Design bram_uart_tx_flat, sky130hd; sources not shown.
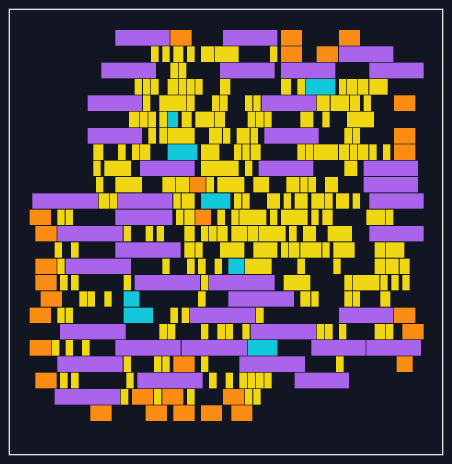
(placement by cell class)
(6 px per um)
class	colour	cells	share of their area
all other logic	yellow	208	43%
flip-flops	purple	39	42%
clock drivers and dummy loads	cyan	8	3.5%
other buffers and delay cells	orange	30	12%
core box area: 0.00429 mm2
fraction of area in registers: 41.1%
row cnt: 24

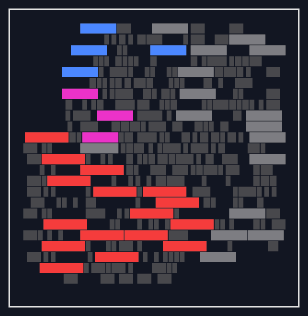
(sequential cells grouped by signal name)
(4 px per um) Other sequential cells in the stronger grey, the rest of the logic in the fainter grey.
netlist name	colour	flops
u_core.r_tick	blue	4
u_core.r_bit	magenta	3
u_core.r_buf	red	16
Flop area: 0.00106 mm2
seq pwr: 1.07 mW
final core occ: 59.8%

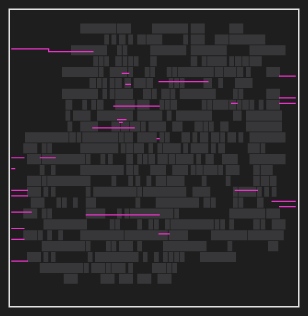
(the metal 3 layer)
(4 px per um)
share of all routed wire	3.6%
nets with wire on the layer	20
wire length on this layer	139 um
routed via count: 1,620
met3 GRT Util: 4.73%
Routed Wire Length: 3890 um

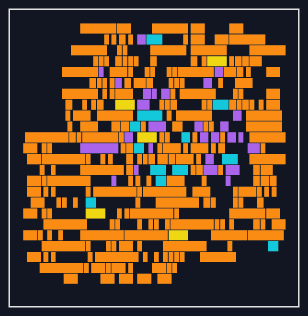
(cells by drive strength)
(4 px per um)
size	colour	cells
drive 1 or less	orange	241
drive 3 to 4	cyan	12
drive 2	purple	27
drive 6 and up	yellow	5
PnR worst setup slack: 0.315 ns
area grow syn2layout: 19.7%

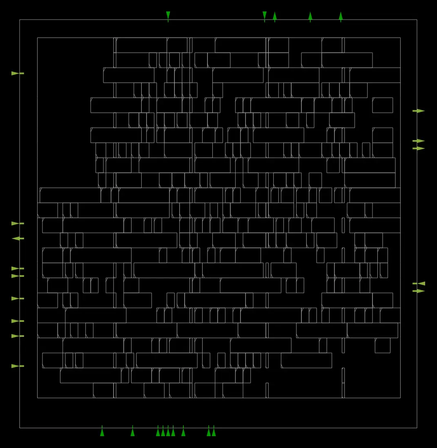
(cell outlines without signal wires)
flip-flops: 39
final std cells w/o fill: 337

==> results_slide.txt <==
Implementation Results

Run status
  • Status: finished clean

Clock tree
  • CTS tree: yes
  • Resized cells post-CTS: 0
  • Setup bufs post-CTS: 0
  • Cts hold-fix bufs: 0
  • Clk root buf: clkbuf_8
  • Num CTS Buffers: 5
  • Clock Pin Slew Worst Setup and Hold Paths: about 0.070 ns
  • Clk sinks: 39
  • Clk_lat worst skew: 0.29 ns

Synthesis
  • Mapped Nets: about 280
  • Cells after Synth: 250
  • Synth warnings: 0
  • Synth cell count leaders: nand2_1 (93), inv_1 (24), dfrtp_1 (22)
  • Cells in synth_stat.txt: about 250
  • Asr flop ratio synth: around 60%
  • Cell type with the largest total area: dfrtp_1
  • Max-area cell share: about a quarter
  • Top cells, area: dfrtp_1 (26%), edfxtp_1 (22%), nand2_1 (16%)
  • Post-synth seq share: about half
  • Most used flip-flop cell: dfrtp_1
  • Top cell type by instance count after synthesis: nand2_1
  • Synthesis area per yosys: approximately 0.0021 mm2
  • Synth flops: 39

Finish
  • # diodes: 0
  • Fin nets: 315

Flow run
  • Max-Cap Viols: 0

Place
  • PortBufs: 27
  • HPWL Detailed: 2870 um
  • Placed cell areas: 0.00248 mm2
  • Worst slack at placement: 0.341 ns
  • Gpl congestion: a little over 0.8

GRT
  • Pin count of the biggest net entering global routing: 24
  • Initial antenna violation count: 0
  • Total grt overflow: 0
  • First-pass GRT wire length: 6900 um
  • GRT Resource Usage Total: approximately 17%

Worst setup path
  • Cell depth of the worst flop-to-flop path: 4
  • Flop2flop setup slack: between 0.5 and 0.6 ns
  • Critical Path Stages: 1
  • Slowest stage delay, CP: 0.60 ns
  • Setup CP Type: reg2out

Drt
  • Drt wl/cell: 11.5 um
  • DRC errors left: 0
  • Drt first pass iters: 4
  • Drt first-iter violations: a little over 70
  • Post-route ant nets: 0

Worst hold path
  • Cell depth of the worst hold path: 2
  • Hold Crit Class: reg2reg

Final timing
  • Relative slew slack: a little under three quarters
  • Tmin final: between 1.5 and 2 ns
  • Max frequency: ~500 MHz
  • Setup_tns: 0 ns
  • Slew Limit Fails: 0
  • Final Setup Violations: 0
  • Worst Tran Pin Value: ~0.43 ns

Power
  • Static Leak: between 1 and 1.5 nW
  • Proportion of power drawn by the clock network: between 10% and 20%
  • Combinational share of power: between 40% and 50%
  • Pwr Density: about 1100 mW/mm2
  • Internal power: around 1.6 mW
  • Net Sw Power: about 1.1 mW

Floorplan
  • Die area: approximately 0.0053 mm2
  • Die height: ~74 um
  • Die width: 72 um
==> metal layers <==
layer	wire [um]	global-route usage, %	part of all wire, %	vias up
met5	0	-	0	-
met4	78	6.47	2.0	0
met3	139	4.73	3.6	11
met2	1910	29.1	49	29
met1	1760	20.1	45	728
li1	-	-	-	852
==> power groups by stage <==
stage	Combinational [mW]	Sequential, mW	Clock [mW]
2_1_floorplan	0.865	1.08	0
3_3_place_gp	1.17	1.07	0
3_5_place_dp	1.21	1.08	0
4_1_cts	1.22	1.07	0.480
5_1_grt	1.38	1.09	0.511
6_report	1.20	1.07	0.467
==> cells by family after synthesis <==
family	count (synthesis)	synth area share [%]
adder cells (fa/ha/maj)	11	6.41
AND-OR/OR-AND	18	4.66
flip-flops	39	49.2
XOR/XNOR	4	1.63
AND/OR/NAND/NOR	143	31.2
buffers and inverters	35	6.82
==> layout make-up <==
cell class / instances / area [um2]
tap: 52 / 65.1
clock buffer: 7 / 83.8
timing repair buffer: 30 / 293
clock inverter: 1 / 5.00
sequential: 39 / 1060
inverter: 32 / 123
fill: 403 / 1720
multi-input combinational: 176 / 943
==> metrics by stage <==
step           cells  total power [mW]  hold slack (ns)
3_5_place_dp     329              2.28            0.359
4_1_cts          337              2.76            0.375
5_1_grt          337              2.98            0.390
3_3_place_gp     329              2.24            0.360
2_1_floorplan    250              1.95           0.0644
6_report         337              2.73            0.374
==> placed cells by master, fill, tap and decap left out, drive strengths merged <==
cell             n
nand2          105
inv             32
clkdlybuf4s50   27
dfrtp           22
nand3           17
edfxtp          16
nor2            16
o21ai           14
ha              11
clkbuf           7
nand4            4
xor2             3
buf              3
a21oi            3
nand3b           1
o21bai           1
xnor2            1
clkinv           1
dfstp            1
Power is estimated from default activity; no workload was simulated.
